**src/rtl/atcaxi2tluh500_cdc_hsk_src.sv**
```systemverilog
// Source side of a four-phase req/ack handshake that carries a held payload across clock domains.
// Optional handshake timeout flag is built when ATCAXI2TLUH500_HSK_TIMEOUT_EN is defined.

module atcaxi2tluh500_sync_l2l #(
  parameter int unsigned STAGES      = 2,
  parameter logic        RESET_VALUE = 1'b0
) (
  input  logic clk,
  input  logic resetn,
  input  logic data_i,
  output logic data_o
);

  logic [STAGES-1:0] sync_q;

  always_ff @(posedge clk or negedge resetn) begin
    if (!resetn) begin
      sync_q <= {STAGES{RESET_VALUE}};
    end else begin
      sync_q <= {sync_q[STAGES-2:0], data_i};
    end
  end

  assign data_o = sync_q[STAGES-1];

endmodule

module atcaxi2tluh500_cdc_hsk_src #(
  parameter int unsigned DATA_WIDTH     = 32,
  parameter int unsigned SYNC_STAGE     = 2,
  parameter int unsigned TIMEOUT_CYCLES = 1023
) (
  input  logic                  clk,
  input  logic                  resetn,
  input  logic                  in_valid,
  output logic                  in_ready,
  input  logic [DATA_WIDTH-1:0] in_data,
  output logic                  hsk_req,
  output logic [DATA_WIDTH-1:0] hsk_data,
  input  logic                  hsk_ack,
  output logic                  busy,
  output logic                  done,
  input  logic                  timeout_clr,
  output logic                  hsk_timeout
);

  typedef enum logic [1:0] {
    IDLE = 2'd0,
    REQ  = 2'd1,
    REL  = 2'd2
  } state_e;

  state_e                state_q, state_d;
  logic                  req_q, req_d;
  logic [DATA_WIDTH-1:0] data_q, data_d;
  logic                  done_q, done_d;
  logic                  ack_s;
  logic                  accept_c;

  atcaxi2tluh500_sync_l2l #(
    .STAGES      (SYNC_STAGE),
    .RESET_VALUE (1'b0)
  ) u_ack_sync (
    .clk    (clk),
    .resetn (resetn),
    .data_i (hsk_ack),
    .data_o (ack_s)
  );

  // A stale ack in IDLE blocks acceptance until the destination has released it.
  assign accept_c = (state_q == IDLE) && in_valid && !ack_s;

  always_comb begin
    state_d  = state_q;
    req_d    = req_q;
    data_d   = data_q;
    done_d   = 1'b0;
    in_ready = 1'b0;
    case (state_q)
      IDLE: begin
        in_ready = !ack_s;
        if (accept_c) begin
          data_d  = in_data;
          req_d   = 1'b1;
          state_d = REQ;
        end
      end
      REQ: begin
        if (ack_s) begin
          req_d   = 1'b0;
          state_d = REL;
        end
      end
      REL: begin
        if (!ack_s) begin
          done_d  = 1'b1;
          state_d = IDLE;
        end
      end
      default: begin
        req_d   = 1'b0;
        state_d = IDLE;
      end
    endcase
  end

  always_ff @(posedge clk or negedge resetn) begin
    if (!resetn) begin
      state_q <= IDLE;
      req_q   <= 1'b0;
      data_q  <= '0;
      done_q  <= 1'b0;
    end else begin
      state_q <= state_d;
      req_q   <= req_d;
      data_q  <= data_d;
      done_q  <= done_d;
    end
  end

  assign hsk_req  = req_q;
  assign hsk_data = data_q;
  assign done     = done_q;
  assign busy     = (state_q != IDLE);

`ifdef ATCAXI2TLUH500_HSK_TIMEOUT_EN
  localparam int unsigned      CNT_W     = 16;
  localparam logic [CNT_W-1:0] CNT_MAX   = '1;
  localparam logic [CNT_W-1:0] CNT_LIMIT = CNT_W'(TIMEOUT_CYCLES);

  logic [CNT_W-1:0] cnt_q, cnt_d;
  logic             timeout_q, timeout_d;
  logic             timeout_set_c;

  // Saturating cycle count of the current handshake, restarted at acceptance.
  always_comb begin
    cnt_d = cnt_q;
    if (accept_c) begin
      cnt_d = '0;
    end else if ((state_q != IDLE) && (cnt_q != CNT_MAX)) begin
      cnt_d = cnt_q + CNT_W'(1);
    end
  end

  assign timeout_set_c = (state_q != IDLE) && (cnt_d == CNT_LIMIT);
  assign timeout_d     = timeout_set_c | (timeout_q & ~timeout_clr);

  always_ff @(posedge clk or negedge resetn) begin
    if (!resetn) begin
      cnt_q     <= '0;
      timeout_q <= 1'b0;
    end else begin
      cnt_q     <= cnt_d;
      timeout_q <= timeout_d;
    end
  end

  assign hsk_timeout = timeout_q;
`else
  logic unused_timeout_cfg;
  assign unused_timeout_cfg = timeout_clr | (TIMEOUT_CYCLES == 32'd0);
  assign hsk_timeout        = 1'b0;
`endif

endmodule

```
**config.mk**
```make
export PLATFORM = sky130hd
export DESIGN_NAME = atcaxi2tluh500_cdc_hsk_src
export DESIGN_NICKNAME = d
export VERILOG_FILES = /design/src/rtl/atcaxi2tluh500_cdc_hsk_src.sv
export SDC_FILE = /design/constraint.sdc
export NUM_CORES = 1
export LEC_CHECK = 0
export CORE_MARGIN = 2
export CORE_UTILIZATION = 44
export CTS_CLUSTER_DIAMETER = 40
export DETAILED_ROUTE_END_ITERATION = 12
export GPL_ROUTABILITY_DRIVEN = 0
export HOLD_SLACK_MARGIN = 0.02
export PLACE_DENSITY = 0.85
export SLEW_MARGIN = 20
export SYNTH_ARGS = -nofsm -noshare
export SYNTH_HDL_FRONTEND = slang
export SYNTH_SLANG_ARGS = --single-unit
export TNS_END_PERCENT = 10
```
**constraint.sdc**
```tcl
create_clock -name clk -period 3.5 [get_ports clk]
set_clock_uncertainty 0.2 [all_clocks]
set_input_delay 0.35 -clock clk [delete_from_list [all_inputs] [get_ports clk]]
set_output_delay 0.35 -clock clk [all_outputs]
set_load 0.01 [all_outputs]
```
==> impl_metrics.toml <==
# flow metrics
[status]
status = "finished clean"

[flow_run]
maxCapViolCount = 0
openroad.warnings = 27

[place]
place_inst = 200
port_buffers = 71
post_dp_cell_area_mm2 = 0.00227

[worst_setup_path]
path_cells = "or2_2, clkdlybuf4s50_1"
slowest_stage = "clkdlybuf4s50_1"
cp.depth = 2
crit_buf_inv = 1
cp.arrival_ns = 1.62

[final_timing]
holdWs_ns = 0.181
report.final.slew_viol_count = 0
finalSetupViolCount = 0
fin_crit_sh_pct = 61.9

[synthesis]
syn_nets = 125
ys_warn_count = 0
syn_area_mm2 = 0.00158

[detailed_routing]
m1WireLength_um = 1300
drc_errors = 0
viasPerCell = 4.67
wl_per_cell_um = 15.1

[global_routing]
use_met1_pct = 20.1
grt_pass1_vias = 1054
grt_pass1_wl_um = 5300

[floorplan]
core-area_mm2 = 0.00339
die_h_um = 64
ios = 74

[layout]
diodes = 0
layout-drive-gt1-share_pct = 27.0
largest_register_ff_count = 32
nets = 199

[pwr]
switchingPower_mw = 0.378

[clocking]
postCtsHoldBufs = 1
numCtsBuffers = 5
post_cts_resized = 0

[worst_hold_path]
whs_path_depth = 0
hp-class = "reg2reg"
-- cell type report --
type                       count  area (um^2)  share of cell area, %
inverter                       2         7.51                  0.314
sequential                    38          951                   39.8
timing repair buffer          72          716                   29.9
clock buffer                   6         51.3                   2.15
multi-input combinational     43          547                   22.9
tap                           46         57.6                   2.41
clock inverter                 2         60.1                   2.51
-- power groups by stage --
stage / registers (mW) / logic [mW] / clock network [mW]
2_1_floorplan: 0.678 / 0.201 / 0
3_3_place_gp: 0.622 / 0.539 / 0
3_5_place_dp: 0.631 / 0.546 / 0
4_1_cts: 0.625 / 0.552 / 0.389
5_1_grt: 0.641 / 0.577 / 0.416
6_report: 0.624 / 0.544 / 0.380
-- logic make-up after synthesis --
family                    after synthesis  synth area share (%)
xor gates and xnor gates                1                 0.553
buffers and inverters                   7                  5.45
other                                   1                 0.237
DFF                                    38                  60.0
muxes                                  32                  29.9
and+or+nand+nor                         7                  3.00
AOI/OAI and AO/OA                       2                 0.869
-- worst paths after layout --
path	to	slack (ns)
min in group asynchronous	hsk_data[11]$_DFFE_PN0P_	0.43
worst min register to register	u_ack_sync.sync_q[1]$_DFF_PN0_	0.18
worst min-delay path	u_ack_sync.sync_q[1]$_DFF_PN0_	0.18
worst max register to register	hsk_data[15]$_DFFE_PN0P_	1.53
max in group asynchronous	state_q[0]$_DFFE_PN0P_	2.17
worst max-delay path	busy	1.33
-- synthesized netlist by cell type, drive strengths merged --
cell type	instances	area [um^2]
a21oi	1	5.00
and2	2	15.0
buf	5	78.8
conb	1	3.75
dfrtp	38	951
inv	2	7.51
mux2	32	473
nor2	1	3.75
nor3	2	15.0
nor3b	1	7.51
o32ai	1	8.76
or2	1	6.26
xor2	1	8.76
==> images/ff_map.png <==
The bar under the picture is 20 um long. Other sequential cells in the stronger gray, the rest of the logic in the fainter gray.
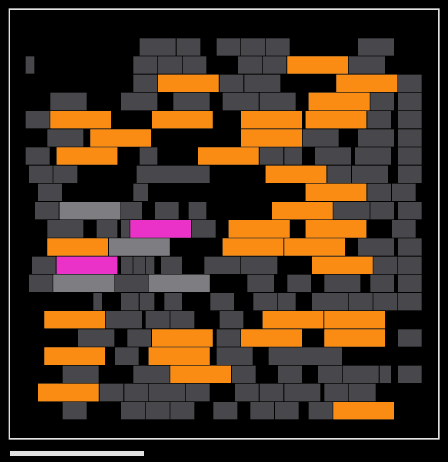
[hsk_data] orange | sequential cells: 32
[state_q] magenta | sequential cells: 2

==> images/gates.png <==
The bar under the picture is 20 um long.
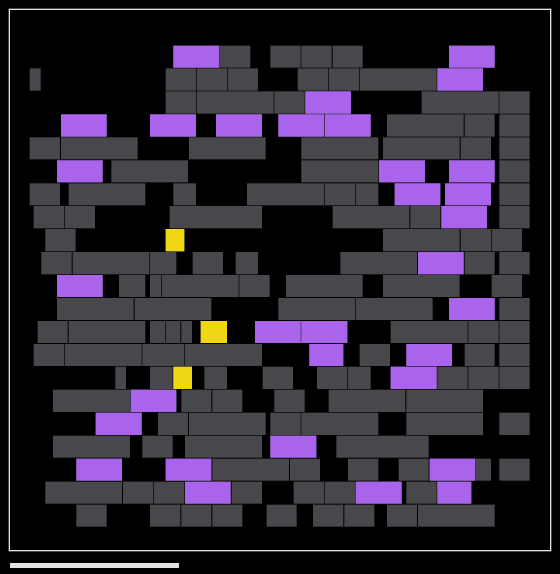
[mux cells] purple | cells: 32 | most used: mux2_4 | where: widely spread
[and/or cells] yellow | cells: 3

==> images/clock_nets.png <==
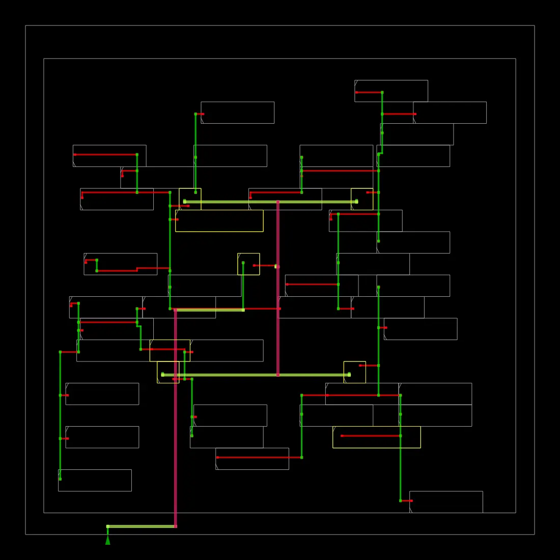
clk_lat worst skew: 0.33 ns
clk sink count: 38
registers: 38
clk_buf instances: 6
P_clk: 0.380 mW

==> images/layers.png <==
Only two layers are drawn.
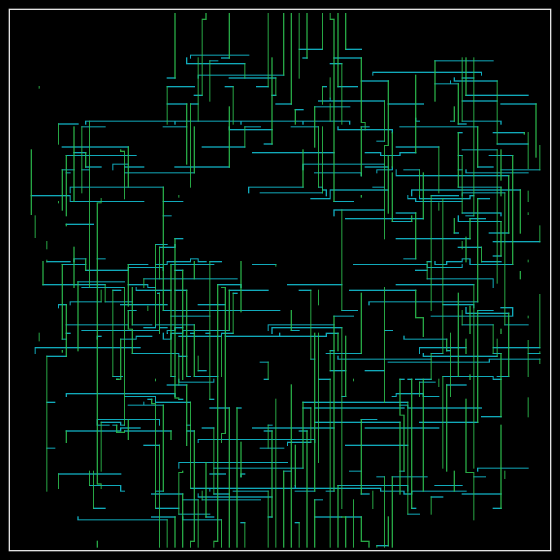
[M1] cyan | wire length: 1300 um
[M2] green | wire length: 1600 um

Power is estimated from default activity; no workload was simulated.
